layer_met1.png
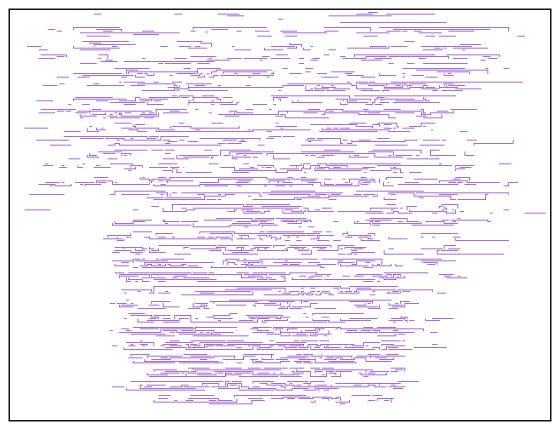
layer_met2.png
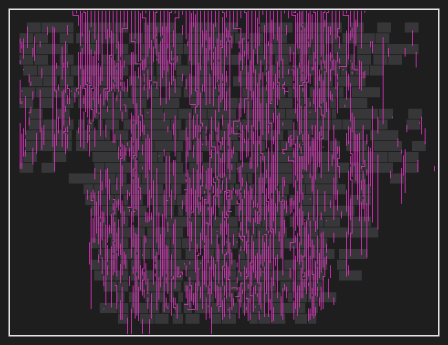
flops_by_reg.png
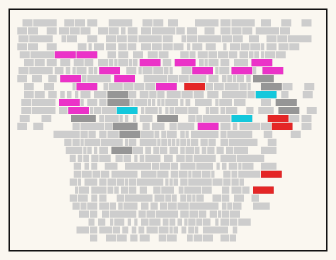
## config.mk

```make
export PLATFORM = sky130hd
export DESIGN_NAME = noc_output_arbiter
export DESIGN_NICKNAME = d
export VERILOG_FILES = /design/src/rtl/noc_output_arbiter.sv
export SDC_FILE = /design/constraint.sdc
export NUM_CORES = 1
export LEC_CHECK = 0
export ABC_CLOCK_PERIOD_IN_PS = 2970
export CAP_MARGIN = 20
export CORE_ASPECT_RATIO = 0.75
export CORE_MARGIN = 2
export CORE_UTILIZATION = 40
export DETAILED_ROUTE_END_ITERATION = 10
export PLACE_DENSITY = 0.82
export SLEW_MARGIN = 15
export SYNTH_ARGS = -nofsm -noshare
export SYNTH_HDL_FRONTEND = slang
export SYNTH_SLANG_ARGS = --single-unit
```

## constraint.sdc

```tcl
create_clock -name clk -period 2.97 [get_ports clk]
set_clock_uncertainty 0.1 [all_clocks]
set_input_delay 0.594 -clock clk [delete_from_list [all_inputs] [get_ports clk]]
set_output_delay 0.594 -clock clk [all_outputs]
set_load 0.02 [all_outputs]
```

## src/rtl/noc_output_arbiter.sv

```systemverilog
// noc_output_arbiter: round-robin arbiter and read sequencer for one router
// output port. Picks a non-empty input FIFO, strobes its read, captures the
// flit and drives it downstream over valid/ready.
// Optional feature macro: ARB_PKT_LOCK_EN -- when defined, the grant is held
// from head to tail/single so packets never interleave; when undefined, every
// flit is treated as last and the block re-arbitrates after each one.
module noc_output_arbiter #(
    parameter int N_PORTS = 5,
    parameter int DATA_W  = 16
) (
    input  logic                        clk,
    input  logic                        rst,
    input  logic [N_PORTS-1:0]          fifo_emp,
    output logic [N_PORTS-1:0]          fifo_rd,
    input  logic [N_PORTS*DATA_W-1:0]   fifo_data,
    output logic [DATA_W-1:0]           out_data,
    output logic                        out_valid,
    input  logic                        out_ready,
    output logic [N_PORTS-1:0]          grant,
    output logic                        busy
);
    localparam int IDX_W = (N_PORTS > 1) ? $clog2(N_PORTS) : 1;

    typedef enum logic [2:0] {IDLE, FETCH, CAPTURE, SEND, WAIT_FLIT} state_t;

    state_t                          state;
    logic [IDX_W-1:0]                rr_ptr;
    logic [IDX_W-1:0]                owner;
    logic [IDX_W-1:0]                winner;
    logic [IDX_W-1:0]                ptr_next;
    logic                            win_vld;
    logic                            last_flit;
    logic [N_PORTS-1:0]              req;
    logic [N_PORTS-1:0]              win_oh;
    logic [N_PORTS-1:0][DATA_W-1:0]  slice;

    for (genvar i = 0; i < N_PORTS; i++) begin : g_slice
        assign slice[i] = fifo_data[i*DATA_W +: DATA_W];
    end

    assign req      = ~fifo_emp;
    assign win_oh   = N_PORTS'(1) << winner;
    assign ptr_next = (owner == IDX_W'(N_PORTS-1)) ? '0 : owner + 1'b1;
    assign busy     = (state != IDLE);

    // Tail (10) and single (11) both have the type MSB set; without locking
    // every flit closes its own grant.
`ifdef ARB_PKT_LOCK_EN
    assign last_flit = out_data[DATA_W-1];
`else
    assign last_flit = 1'b1;
`endif

    // Round-robin search: first requester at or above rr_ptr, wrapping to 0.
    always_comb begin
        logic [IDX_W:0] idx;
        winner  = '0;
        win_vld = 1'b0;
        idx     = '0;
        for (int k = 0; k < N_PORTS; k++) begin
            idx = {1'b0, rr_ptr} + (IDX_W+1)'(k);
            if (idx >= (IDX_W+1)'(N_PORTS))
                idx = idx - (IDX_W+1)'(N_PORTS);
            if (!win_vld && req[idx[IDX_W-1:0]]) begin
                win_vld = 1'b1;
                winner  = idx[IDX_W-1:0];
            end
        end
    end

    // Sequencer FSM: grant -> read strobe -> capture -> handshake, per flit.
    always_ff @(posedge clk) begin
        if (rst) begin
            state     <= IDLE;
            fifo_rd   <= '0;
            grant     <= '0;
            out_valid <= 1'b0;
            out_data  <= '0;
            rr_ptr    <= '0;
            owner     <= '0;
        end else begin
            case (state)
                IDLE: begin
                    if (win_vld) begin
                        owner   <= winner;
                        grant   <= win_oh;
                        fifo_rd <= win_oh;
                        state   <= FETCH;
                    end
                end
                FETCH: begin
                    fifo_rd <= '0;
                    state   <= CAPTURE;
                end
                CAPTURE: begin
                    out_data  <= slice[owner];
                    out_valid <= 1'b1;
                    state     <= SEND;
                end
                SEND: begin
                    if (out_ready) begin
                        out_valid <= 1'b0;
                        if (last_flit) begin
                            rr_ptr <= ptr_next;
                            grant  <= '0;
                            state  <= IDLE;
                        end else if (!fifo_emp[owner]) begin
                            fifo_rd <= grant;
                            state   <= FETCH;
                        end else begin
                            state <= WAIT_FLIT;
                        end
                    end
                end
                WAIT_FLIT: begin
                    // Lock held: only the owner can resume the packet.
                    if (!fifo_emp[owner]) begin
                        fifo_rd <= grant;
                        state   <= FETCH;
                    end
                end
                default: state <= IDLE;
            endcase
        end
    end

endmodule

```

==> flow_summary.rst <==
Metrics
=======

.. list-table::
   :header-rows: 1

   * - Metric
     - Value
   * - Core region area
     - 7883 µm²
   * - Synth Net Count
     - 458
   * - Worst-case hold slack
     - 0.3810 ns
   * - Tcrit/Tclk final
     - 1.027
   * - Number of instances in the synthesized netlist
     - approximately 360
   * - Chip area
     - 8835 µm²
   * - Power density relative to cell area
     - approximately 640 nW/µm²
   * - Data arrival at the endpoint of the critical path
     - about 3.2 ns
   * - Nets
     - 618
   * - CP delay by family, top
     - AND-OR/OR-AND gates
   * - Register clock-pin slew on the reported worst setup and hold paths
     - roughly 0.07 ns
   * - Number of warning messages in the logs
     - 36
   * - Area overhead of the layout relative to synthesis
     - 65.44%
   * - R2R setup slack
     - -0.08 ns
   * - Die span in y
     - a little over 80 µm
   * - Post-CTS Hold Buffers
     - 0
   * - Post-detailed-route count of antenna-violating nets
     - 0
   * - Largest stage delay on the critical path
     - around 0.52 ns
   * - Post-DR wirelength/cell
     - roughly 19 µm
   * - Final antenna diode count
     - 0
   * - Largest buffer count on any clock path
     - 2
   * - Skew-Pair Late Insertion Delay
     - 0.29 ns
   * - Most area-consuming cells after synthesis
     - sky130_fd_sc_hd__dfxtp_1 22%, sky130_fd_sc_hd__mux4_2 11%, sky130_fd_sc_hd__ha_1 5.0%
   * - Total power draw
     - 3448 µW
   * - DRC errors left
     - 0
   * - Routed via count divided by cell count
     - 5.871
   * - Post-synthesis cell count from yosys
     - 356
   * - Cell area after placement
     - ~5000 µm²
   * - CTS sink cnt
     - 35
   * - H-Tree Depth
     - 2
   * - Count of pins on the block boundary
     - 116
   * - Final GP Congestion
     - between 0.9 and 1
   * - Final design area excluding fillers
     - between 5000 and 6000 µm²
   * - CTS tree
     - built
   * - Most common reg cell
     - sky130_fd_sc_hd__dfxtp_1
   * - Chip width
     - 107.9 µm
   * - Global-route wire length before repair
     - 17.18 mm
   * - Final Max Slew Viols
     - 0
   * - Count of buffering cells on the critical path with inverters included
     - 2
   * - Clock Tree Root
     - sky130_fd_sc_hd__clkbuf_8
   * - Area reported by Yosys stat
     - 3237 µm²
   * - Site row count
     - 28
   * - #FFs+latches synth
     - 35
   * - Critical Path End Type
     - register
   * - Peak supply drop
     - 0.4933 mV
   * - Remaining max-slew budget at the tightest pin
     - 0.5462
   * - Synth top area share
     - 0.2165
   * - FFs w/ async S/R, synth
     - 0
   * - Critical-path cell list
     - inv_6 -> buf_4 -> ha_4 -> a21oi_4 -> or3_1 -> a211oi_2 -> a31oi_4 -> o211ai_4 -> o21ai_4 -> or4_4 -> o2bb2ai_2
   * - Max FO, Critical Path
     - 7
   * - Setup violations, final
     - 9
   * - Violated checks
     - setup timing
   * - Share of layout cells above drive strength 1
     - 0.3308
   * - Leakage power total
     - 0.001946 µW
   * - Fp_density
     - 0.4106
   * - Dominant cell by count in the synthesized netlist
     - sky130_fd_sc_hd__dfxtp_1
   * - Number of flops mapped to enable cells by yosys
     - 0
   * - Detail Placement HPWL
     - about 8.4 mm
   * - Number of CTS-inserted buffers
     - 5
   * - Most used standard cells in the synthesized netlist
     - 35 x sky130_fd_sc_hd__dfxtp_1, 32 x sky130_fd_sc_hd__nor2_1, 25 x sky130_fd_sc_hd__nor3_1
   * - Run status
     - finished, violations left
   * - Total grt overflow
     - 0
   * - Count of warnings emitted by yosys
     - 0
   * - Worst Setup Slack, final
     - -0.07917 ns
   * - Max cap viols
     - 0
   * - Final cell count without fillers
     - 622
   * - Critical path start-end classification
     - register to register
   * - Setup tns final
     - -0.4199 ns
   * - Largest net degree at the start of global routing
     - 32
   * - Port-buffer cells
     - 115
   * - Class of the most critical hold timing path
     - register to register
   * - Post-synthesis cell type count
     - 83
   * - Final critical delay including setup and external delays
     - between 3 and 4 ns
   * - Post-Place Setup Slack
     - -0.3612 ns
   * - Leading area contributor after synthesis
     - sky130_fd_sc_hd__dfxtp_1
   * - Iter 0 DRT Violations
     - 258
   * - Netlist Area Pre-Place
     - roughly 3200 µm²
   * - Vias in the first global route
     - between 3,000 and 4,000
   * - Filler Cells Inserted
     - around 560
   * - Transition at the pin with the smallest max-transition slack
     - 0.6799 ns
   * - GRT Resource Usage Total
     - 0.2443
   * - Max Freq
     - 328.0 MHz
   * - Final hold violation count
     - 0
   * - Iteration tally of the first detailed-router pass
     - 5
   * - Number of cells after detailed placement
     - 610
   * - Register share after synthesis
     - 0.2165
   * - Worst path slowest cell
     - sky130_fd_sc_hd__or4_4
   * - Antenna violations before repair
     - 0
   * - CP Launch Type
     - register
   * - Synthesized area divided by synthesized cell count
     - between 9 and 10 µm²
   * - CP Data Required Time
     - 3.08 ns
   * - RSZ-0062 raised after global routing
     - true
Notes on layer_met1.png above:
nets with wire on the layer: 557
longest straight run: 37.3 µm
wire length reported by the detailed router: 11.70 mm
met1 usage: 0.3439
count of vias placed by the detailed router: 3,652

Notes on layer_met2.png above:
share of all routed wire: 50%
longest straight run: 39.3 µm
nets with wire on the layer: 555
wire length on this layer: 5,880 µm
global routing usage on met2: 0.4063

Notes on flops_by_reg.png above:
| netlist name | colour | placed flops |
|---|---|---|
| grant | red | 5 |
| owner | cyan | 3 |
| out_data | magenta | 16 |
end-of-flow core utilization: 0.6794
Reg area: 709.4 µm²
Sequential Power: 693 µW
sequential share of cell area: 0.1325

[timing repair]
item	in CTS	in global routing
setup endpoints to repair	15	15
buffers inserted	2	1
cloned	0	1
hold endpoints to repair	0	0
gates resized	25	42
pin swaps	10	20
[cell families (layout without fill, tap and decap cells)]
family / count (synthesis) / count (layout) / synth area share
simple gates: 121 / 121 / 0.2018
compound gates: 106 / 106 / 0.2768
buf+inv: 44 / 205 / 0.06494
flops: 35 / 35 / 0.2165
mux: 34 / 34 / 0.1759
fa+ha+maj: 14 / 14 / 0.05644
xor+xnor: 2 / 2 / 0.007733
[path summary, 6_finish.rpt]
path                                                 from                        end  depth (start not counted)
worst max-delay path               rr_ptr[1]$_SDFFE_PP0P_    fifo_rd[2]$_SDFFE_PP0P_                         11
worst min-delay path            out_data[10]$_SDFFE_PP0P_  out_data[10]$_SDFFE_PP0P_                          2
worst max register to register     rr_ptr[1]$_SDFFE_PP0P_    fifo_rd[2]$_SDFFE_PP0P_                         11
worst min register to register  out_data[10]$_SDFFE_PP0P_  out_data[10]$_SDFFE_PP0P_                          2
[area by class of cell]
type | instances | area [µm²] | area share
multi-input combinational | 277 | 2684 | 0.5012
timing repair buffer | 182 | 1664 | 0.3107
tap | 105 | 131.4 | 0.02453
inverter | 15 | 66.31 | 0.01238
clock buffer | 8 | 100.1 | 0.01869
sequential | 35 | 709.4 | 0.1325
[routing by layer]
layer,global-route usage,part of all wire,up-vias
met5,0,0,-
li1,-,-,1690
met3,0.03254,0.052,22
met2,0.4063,0.50,148
met1,0.3439,0.43,1792
met4,0.04359,0.017,0
[cells in the final DEF, fill, tap and decap left out, drive strengths merged, types with 3 or more instances in the layout]
master and instances:
clkdlybuf4s50 113, buf 67, dfxtp 35, nor2 32, nor3 25, a21oi 23, nand2 21, a221oi 18
mux4 17, inv 15, mux2i 13, ha 13, o21ai 11, nand2b 9, a211oi 9, clkbuf 8
a31oi 7, nand3 6, o2bb2ai 5, mux2 4, nand3b 3, nor4b 3, o31ai 3, a21o 3
or3 3
[registers in the layout, indices dropped and copies added, names as in the netlist]
signal     cells
fifo_rd        5
state          2
owner          3
out_data      16
out_valid      1
grant          5
rr_ptr         3
[worst register-to-register path, cell delays in order, from the launching register on]
cell,delay [ns]
sky130_fd_sc_hd__dfxtp_4,0.43
sky130_fd_sc_hd__inv_6,0.06
sky130_fd_sc_hd__buf_4,0.15
sky130_fd_sc_hd__ha_4,0.30
sky130_fd_sc_hd__a21oi_4,0.07
sky130_fd_sc_hd__or3_1,0.35
sky130_fd_sc_hd__a211oi_2,0.39
sky130_fd_sc_hd__a31oi_4,0.12
sky130_fd_sc_hd__o211ai_4,0.19
sky130_fd_sc_hd__o21ai_4,0.11
sky130_fd_sc_hd__or4_4,0.52
sky130_fd_sc_hd__o2bb2ai_2,0.19
[where the power goes]
group / total (µW) / switching (µW) / internal (µW)
clock network: 387 / 175 / 212
logic: 2370 / 1230 / 1130
registers: 693 / 83.5 / 609
total: 3450 / 1490 / 1960
No activity file was given, so power comes from the tool's default toggle rates.
